==> images/met1.png <==
Scale bar: 20 µm. Cells faint in the background.
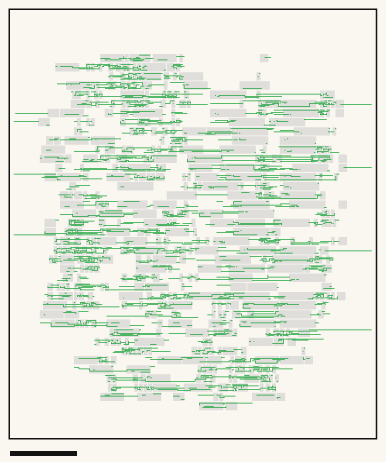
==> images/met2.png <==
Scale bar: 20 µm. Cells faint in the background.
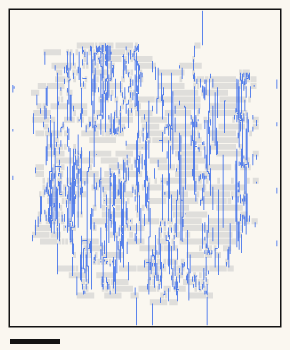
`src/rtl/ps2_pkg.sv`:
```
`default_nettype none
// ============================================================================
//  Module   : ps2_pkg
//  Purpose  : Shared types and constants for the PS/2 scan controller:
//             decoder state encoding, key event record, prefix byte values
//             and the odd-parity helper used by the framer.
//  Revision : 1.0  initial release
// ============================================================================
package ps2_pkg;

  // Prefix-folding decoder states
  typedef enum logic [1:0] {
    ST_IDLE   = 2'd0,
    ST_EXT    = 2'd1,
    ST_BRK    = 2'd2,
    ST_EXTBRK = 2'd3
  } dec_state_t;

  // Key event as delivered to the host
  typedef struct packed {
    logic       ext;
    logic       brk;
    logic [7:0] code;
  } ps2_event_t;

  localparam logic [7:0] PS2_PFX_EXT = 8'hE0;
  localparam logic [7:0] PS2_PFX_BRK = 8'hF0;

  // True when the eight data bits plus the parity bit contain an odd count of ones
  function automatic logic ps2_parity_ok(input logic [7:0] data, input logic par);
    return ^{data, par};
  endfunction

endpackage
`default_nettype wire

```
`src/rtl/ps2_event_fifo.sv`:
```
`default_nettype none
// ============================================================================
//  Module   : ps2_event_fifo
//  Purpose  : Synchronous first-word fall-through FIFO for key events.
//             The head entry is always visible; a push into a full FIFO is
//             accepted only when a pop happens in the same cycle, otherwise
//             the event is dropped and overflow pulses for one cycle.
//  Ports    : clk, rst        - clock, synchronous active-high reset
//             push, push_data - write request and event
//             ready           - consumer accepts the head entry
//             valid           - FIFO not empty
//             head            - head entry (zero while empty)
//             overflow        - one-cycle pulse per dropped event
//  Revision : 1.0  initial release
// ============================================================================
module ps2_event_fifo
  import ps2_pkg::*;
#(
  parameter int FIFO_DEPTH = 4
) (
  input  logic       clk,
  input  logic       rst,
  input  logic       push,
  input  ps2_event_t push_data,
  input  logic       ready,
  output logic       valid,
  output ps2_event_t head,
  output logic       overflow
);

  localparam int AW = $clog2(FIFO_DEPTH);

  ps2_event_t    mem [FIFO_DEPTH];
  logic [AW:0]   wr_ptr;
  logic [AW:0]   rd_ptr;
  logic          empty;
  logic          full;
  logic          pop;
  logic          wr_en;
  logic          overflow_r;

  // Extra pointer MSB distinguishes full from empty when the indices match
  assign empty = (wr_ptr == rd_ptr);
  assign full  = (wr_ptr[AW] != rd_ptr[AW]) && (wr_ptr[AW-1:0] == rd_ptr[AW-1:0]);
  assign pop   = !empty && ready;
  // A pop frees the slot in the same cycle, so a full FIFO can still take a push
  assign wr_en = push && (!full || pop);

  always_ff @(posedge clk) begin
    if (rst) begin
      wr_ptr     <= '0;
      rd_ptr     <= '0;
      overflow_r <= 1'b0;
    end else begin
      overflow_r <= push && full && !pop;
      if (wr_en) wr_ptr <= wr_ptr + 1'b1;
      if (pop)   rd_ptr <= rd_ptr + 1'b1;
    end
  end

  always_ff @(posedge clk) begin
    if (wr_en) mem[wr_ptr[AW-1:0]] <= push_data;
  end

  assign valid    = !empty;
  assign head     = empty ? '0 : mem[rd_ptr[AW-1:0]];
  assign overflow = overflow_r;

endmodule
`default_nettype wire

```
`src/rtl/ps2_scan_ctrl.sv`:
```
`default_nettype none
// ============================================================================
//  Module   : ps2_scan_ctrl
//  Purpose  : PS/2 keyboard receive controller. Synchronizes kbdclk/kbddata,
//             frames 11-bit characters with start/stop (and optional parity)
//             checks and a stall watchdog, folds E0/F0 prefixes into single
//             key events and queues them in an FWFT FIFO.
//  Build    : define PS2_PARITY_CHECK_EN to reject bytes with bad odd parity;
//             otherwise the parity bit is sampled and ignored.
//  Ports    : clk, rst            - clock, synchronous active-high reset
//             kbdclk, kbddata     - raw asynchronous PS/2 lines
//             ev_valid, ev_ready  - event handshake
//             ev_code/ext/brk     - head event fields
//             frame_err           - pulse on framing/parity/timeout error
//             overflow            - pulse when an event is dropped (FIFO full)
//             busy                - frame in progress
//  Revision : 1.0  initial release
// ============================================================================
module ps2_scan_ctrl
  import ps2_pkg::*;
#(
  parameter int TIMEOUT_CYCLES = 50000,
  parameter int FIFO_DEPTH     = 4,
  parameter int SYNC_STAGES    = 2
) (
  input  logic       clk,
  input  logic       rst,
  input  logic       kbdclk,
  input  logic       kbddata,
  output logic       ev_valid,
  input  logic       ev_ready,
  output logic [7:0] ev_code,
  output logic       ev_ext,
  output logic       ev_brk,
  output logic       frame_err,
  output logic       overflow,
  output logic       busy
);

  localparam int WD_W = $clog2(TIMEOUT_CYCLES + 1);

  // --------------------------------------------------------------------------
  // Synchronizers and falling-edge strobe
  // --------------------------------------------------------------------------
  logic [SYNC_STAGES-1:0] clk_sync;
  logic [SYNC_STAGES-1:0] data_sync;
  logic                   clk_prev;
  logic                   fall;
  logic                   din;

  // Reset to the idle-high line level so leaving reset never fakes an edge
  always_ff @(posedge clk) begin
    if (rst) begin
      clk_sync  <= '1;
      data_sync <= '1;
      clk_prev  <= 1'b1;
    end else begin
      clk_sync  <= {clk_sync[SYNC_STAGES-2:0], kbdclk};
      data_sync <= {data_sync[SYNC_STAGES-2:0], kbddata};
      clk_prev  <= clk_sync[SYNC_STAGES-1];
    end
  end

  assign fall = clk_prev && !clk_sync[SYNC_STAGES-1];
  assign din  = data_sync[SYNC_STAGES-1];

  // --------------------------------------------------------------------------
  // Framer and watchdog
  // --------------------------------------------------------------------------
  logic [3:0]      bitn;
  logic [7:0]      shreg;
  logic [7:0]      byte_val;
  logic            byte_done;
  logic            frame_err_r;
  logic [WD_W-1:0] wd;
`ifdef PS2_PARITY_CHECK_EN
  logic            par_bit;
`endif

  always_ff @(posedge clk) begin
    if (rst) begin
      bitn        <= 4'd0;
      shreg       <= 8'h00;
      byte_val    <= 8'h00;
      byte_done   <= 1'b0;
      frame_err_r <= 1'b0;
      wd          <= '0;
`ifdef PS2_PARITY_CHECK_EN
      par_bit     <= 1'b0;
`endif
    end else begin
      byte_done   <= 1'b0;
      frame_err_r <= 1'b0;
      if (fall) begin
        wd <= '0;
        case (bitn)
          4'd0: begin
            // A high start bit is rejected without leaving the idle position
            if (din) frame_err_r <= 1'b1;
            else     bitn        <= 4'd1;
          end
          4'd1, 4'd2, 4'd3, 4'd4, 4'd5, 4'd6, 4'd7, 4'd8: begin
            shreg <= {din, shreg[7:1]};
            bitn  <= bitn + 4'd1;
          end
          4'd9: begin
`ifdef PS2_PARITY_CHECK_EN
            par_bit <= din;
`endif
            bitn    <= 4'd10;
          end
          default: begin
            bitn <= 4'd0;
            if (!din) begin
              frame_err_r <= 1'b1;
`ifdef PS2_PARITY_CHECK_EN
            end else if (!ps2_parity_ok(shreg, par_bit)) begin
              frame_err_r <= 1'b1;
`endif
            end else begin
              byte_done <= 1'b1;
              byte_val  <= shreg;
            end
          end
        endcase
      end else if (bitn != 4'd0) begin
        if (wd == WD_W'(TIMEOUT_CYCLES)) begin
          bitn        <= 4'd0;
          wd          <= '0;
          frame_err_r <= 1'b1;
        end else begin
          wd <= wd + 1'b1;
        end
      end else begin
        wd <= '0;
      end
    end
  end

  assign busy      = (bitn != 4'd0);
  assign frame_err = frame_err_r;

  // --------------------------------------------------------------------------
  // Prefix-folding decoder
  // --------------------------------------------------------------------------
  dec_state_t state;
  dec_state_t state_next;
  logic       push_req;
  ps2_event_t push_ev_next;
  logic       push_vld;
  ps2_event_t push_ev;

  always_ff @(posedge clk) begin
    if (rst) begin
      state    <= ST_IDLE;
      push_vld <= 1'b0;
      push_ev  <= '0;
    end else begin
      state    <= state_next;
      push_vld <= push_req;
      push_ev  <= push_ev_next;
    end
  end

  always_comb begin
    state_next        = state;
    push_req          = 1'b0;
    push_ev_next.ext  = (state == ST_EXT) || (state == ST_EXTBRK);
    push_ev_next.brk  = (state == ST_BRK) || (state == ST_EXTBRK);
    push_ev_next.code = byte_val;
    if (frame_err_r) begin
      // Any error abandons whatever prefixes were pending
      state_next = ST_IDLE;
    end else if (byte_done) begin
      if (byte_val == PS2_PFX_EXT) begin
        state_next = push_ev_next.brk ? ST_EXTBRK : ST_EXT;
      end else if (byte_val == PS2_PFX_BRK) begin
        state_next = push_ev_next.ext ? ST_EXTBRK : ST_BRK;
      end else begin
        push_req   = 1'b1;
        state_next = ST_IDLE;
      end
    end
  end

  // --------------------------------------------------------------------------
  // Event FIFO
  // --------------------------------------------------------------------------
  ps2_event_t head;

  ps2_event_fifo #(
    .FIFO_DEPTH (FIFO_DEPTH)
  ) u_fifo (
    .clk       (clk),
    .rst       (rst),
    .push      (push_vld),
    .push_data (push_ev),
    .ready     (ev_ready),
    .valid     (ev_valid),
    .head      (head),
    .overflow  (overflow)
  );

  assign ev_code = head.code;
  assign ev_ext  = head.ext;
  assign ev_brk  = head.brk;

endmodule
`default_nettype wire
```
`config.mk`:
```
export PLATFORM = sky130hd
export DESIGN_NAME = ps2_scan_ctrl
export DESIGN_NICKNAME = d
export VERILOG_FILES = /design/src/rtl/ps2_pkg.sv /design/src/rtl/ps2_event_fifo.sv /design/src/rtl/ps2_scan_ctrl.sv
export SDC_FILE = /design/constraint.sdc
export NUM_CORES = 1
export LEC_CHECK = 0
export ABC_AREA = 1
export CAP_MARGIN = 5
export CORE_ASPECT_RATIO = 1.2
export CORE_MARGIN = 8
export CORE_UTILIZATION = 42
export CTS_CLUSTER_DIAMETER = 80
export DETAILED_ROUTE_END_ITERATION = 8
export GPL_ROUTABILITY_DRIVEN = 0
export PLACE_DENSITY_LB_ADDON = 0.12
export SLEW_MARGIN = 20
export SYNTH_ARGS = -nofsm -noshare
export SYNTH_HDL_FRONTEND = slang
export SYNTH_SLANG_ARGS = --single-unit
```
`constraint.sdc`:
```
create_clock -name clk -period 2.75 [get_ports clk]
set_input_delay 0.4125 -clock clk [delete_from_list [all_inputs] [get_ports clk]]
set_output_delay 0.4125 -clock clk [all_outputs]
set_load 0.05 [all_outputs]
```
==> GITHUB_STEP_SUMMARY <==
## Synthesis and layout report

| Metric | Value |
|---|---|
| Status | `finished clean` |
| Area growth from synthesis to layout | `14.46%` |
| CP delay by family, top | `buffers and inverters` |
| Register bit total from synthesis | `about 110` |
| Crit-path max cell delay | `0.82 ns` |
| Post-Syn Instances | `a little under 500` |
| Reg2reg end | `wd[12]$_SDFF_PP0_` |
| Vias in the first global route | `slightly below 3000` |
| Sum Neg Setup Slack | `0 ns` |
| GR Overflow Total | `0` |
| Total CTS buffers | `9` |
| Area of placed instances | `0.004652 mm²` |
| Setup crit end | `busy` |
| Post-CTS Setup Repair Bufs | `0` |
| Worst setup path start | `bitn[0]$_SDFFE_PP0P_` |
| Initial antenna violation count | `0` |
| CP max FO | `5` |
| Drt initial violations | `138` |
| GR peak layer | `met2` |
| Final #Nets | `approximately 530` |
| Post-DR vias/cell | `4.836` |
| Hold path cells | `1` |
| Worst Tran Pin Value | `0.6978 ns` |
| AO/OA Area Share | `0.07521` |
| WL final | `7.988 mm` |
| CTS resizes | `0` |
| YS chip area | `0.004325 mm²` |
| Clk root buf | `clkbuf_16` |
| Min-delay worst type | `flop to flop` |
| Hold Path Origin | `data_sync[0]$_SDFF_PP1_` |
| Max frequency | `between 0.4 and 0.5 GHz` |
| CTS tree | `done` |
| Cycle use final | `0.8955` |
| Worst Clk Skew | `0.005492 ns` |
| Max rail drop VDD | `0.4054 mV` |
| Hold Violations, Final | `0` |
| Final ANT Viol Nets | `0` |
| Main area contributors | `dfxtp_1, edfxtp_1, nor2_1` |
| GR Util met1 | `0.1472` |
| Synth Net Count | `507` |
| Cells in synth_stat.txt | `491` |
| Final setup vio count | `0` |
| Chip area | `~0.014 mm²` |
| Routed length per placed instance | `between 10 and 15 µm` |
| Seq pwr share | `0.520` |
| P_leak | `0.001951 µW` |
| Clk latency late pin | `0.34 ns` |
| Core Region | `0.01001 mm²` |
| Simple share | `0.2372` |
| Slowest-stage cell, CP | `clkdlybuf4s50_1` |
| Ant. Diodes | `0` |
| Startpoint Class | `flop` |
| Switching Share | `0.2257` |
| Hold-fix buffers at CTS | `0` |
| Worst Setup End Kind | `output port` |
| First-pass GRT wire length | `around 14 mm` |
| Fin crit period | `2.463 ns` |
| H-tree Lvls | `3` |
| Synth top area share | `0.3008` |
| Synth warn | `0` |
| Synth Seq Share | `0.5785` |
| Pin count of the biggest net entering global routing | `31` |
| Die Y | `127.2 µm` |
| CP Buf/Inv Count | `2` |
| Area leader, netlist | `dfxtp_1` |
| Levels on crit path | `4` |
| Final core utilization | `0.4946` |
| GRT Overall Usage | `0.1224` |
| Yosys cell types | `29` |
| Final Max Slew Viols | `0` |
| Critical path class | `flop to output port` |
| TritonCTS Sinks | `approximately 110` |
| P_int | `2419 µW` |
| Reg2reg start | `bitn[0]$_SDFFE_PP0P_` |
| Number of buffers added on ports | `18` |
| Vias | `3129` |
| Cell area after layout | `slightly below 0.005 mm²` |
| Tool Warnings | `33` |
| DRC Markers | `0` |
| Max Cap Viol | `0` |
| Slew headroom | `0.5334` |
| Fa+ha+maj area frac | `0.03182` |
| Register clock-pin slew on the reported worst setup and hold paths | `about 0.07 ns` |
| Met2 global-route usage | `0.2065` |
| Ports | `19` |
| M1 WL | `approximately 3.8 mm` |
| Mapped cell area | `0.004325 mm²` |
| Cell row count | `40` |
Back to the opening pictures, met1.png:
longest straight run: 23.9 µm
main direction: horizontal
share of all routed wire: 47%
nets with wire on the layer: 499

Back to the opening pictures, met2.png:
share of all routed wire: 49%
wire length on this layer: 3920 µm
nets with wire on the layer: 420
main direction: vertical
longest straight run: 43.5 µm

-- cell families after synthesis --
group,Yosys count
AND-OR/OR-AND,57
AND/OR/NAND/NOR,240
adder cells (fa/ha/maj),11
buffers and inverters,70
flip-flops,105
XOR/XNOR,8
-- synthesized netlist by cell type (all sizes together) --
master  instances
a21o            1
a21oi          25
buf             1
clkbuf         11
dfxtp          65
edfxtp         40
ha             11
inv            58
nand2          89
nand3          30
nand3b          1
nand4           3
nor2           96
nor3            7
nor3b           3
nor4            2
o21ai          21
o32ai          10
or2             9
xnor2           3
xor2            5
-- worst register-to-register path, cell delays in order (launching register included) --
cell and delay [ns]:
dfxtp_1 0.39, inv_1 0.10, ha_1 0.26, nand2_2 0.14
nand4_1 0.57, a21o_1 0.36, nor2_1 0.07
-- placed cells by master, fill, tap and decap left out --
| cell | count |
|---|---|
| a21o_1 | 1 |
| a21oi_1 | 25 |
| buf_4 | 18 |
| bufinv_16 | 1 |
| clkbuf_1 | 2 |
| clkbuf_16 | 9 |
| clkbuf_8 | 1 |
| clkdlybuf4s50_1 | 8 |
| clkinvlp_4 | 1 |
| dfxtp_1 | 65 |
| edfxtp_1 | 40 |
| ha_1 | 11 |
| inv_1 | 54 |
| inv_2 | 4 |
| inv_4 | 1 |
| inv_6 | 1 |
| nand2_1 | 85 |
| nand2_2 | 4 |
| nand3_1 | 29 |
| nand3_2 | 1 |
| nand3b_1 | 1 |
| nand4_1 | 3 |
| nor2_1 | 95 |
| nor2_2 | 1 |
| nor3_1 | 6 |
| nor3_4 | 1 |
| nor3b_1 | 3 |
| nor4_1 | 2 |
| o21ai_0 | 20 |
| o21ai_1 | 1 |
| o32ai_1 | 10 |
| or2_0 | 1 |
| or2_1 | 1 |
| or2_2 | 7 |
| xnor2_1 | 3 |
| xor2_1 | 5 |
-- metrics by stage --
stage	hold WS, ns	total power, µW	cells	setup WS, ns
2_1_floorplan	0.3895	1822	491	0.5724
3_3_place_gp	0.3975	1893	631	0.6631
3_5_place_dp	0.3992	1895	631	0.6483
4_1_cts	0.4168	3165	647	0.2671
5_1_grt	0.4344	3246	647	0.2065
6_report	0.4120	3125	647	0.2873
-- state kept, by name, summed over array words and instances, names as in the netlist, named ones only --
signal           count
u_fifo.rd_ptr        3
data_sync            2
clk_sync             2
clk_prev             1
push_vld             1
bitn                 4
wd                  16
u_fifo.mem          40
byte_val             8
u_fifo.wr_ptr        3
shreg                8
byte_done            1
state                2
u_fifo.overflow      1
push_ev             10
frame_err            1
-- layout make-up --
class                   count  area, µm²  area share
flip-flops and latches    105       2502      0.5054
multi-input cells         316       1559      0.3149
clock buffers              12      246.5     0.04979
inverters                  58      217.7     0.04397
repair buffers             26      215.2     0.04347
well taps                 126      157.7     0.03184
clock inverters             4      52.55     0.01061
-- power by group through the flow --
stage / clock (µW) / combinational, µW / sequential (µW)
after floorplan: 0 / 169 / 1650
after global placement: 0 / 233 / 1660
after detailed placement: 0 / 235 / 1660
after CTS: 1300 / 235 / 1620
after global routing: 1370 / 254 / 1620
final: 1270 / 232 / 1620
Power and IR drop assume default switching activity.
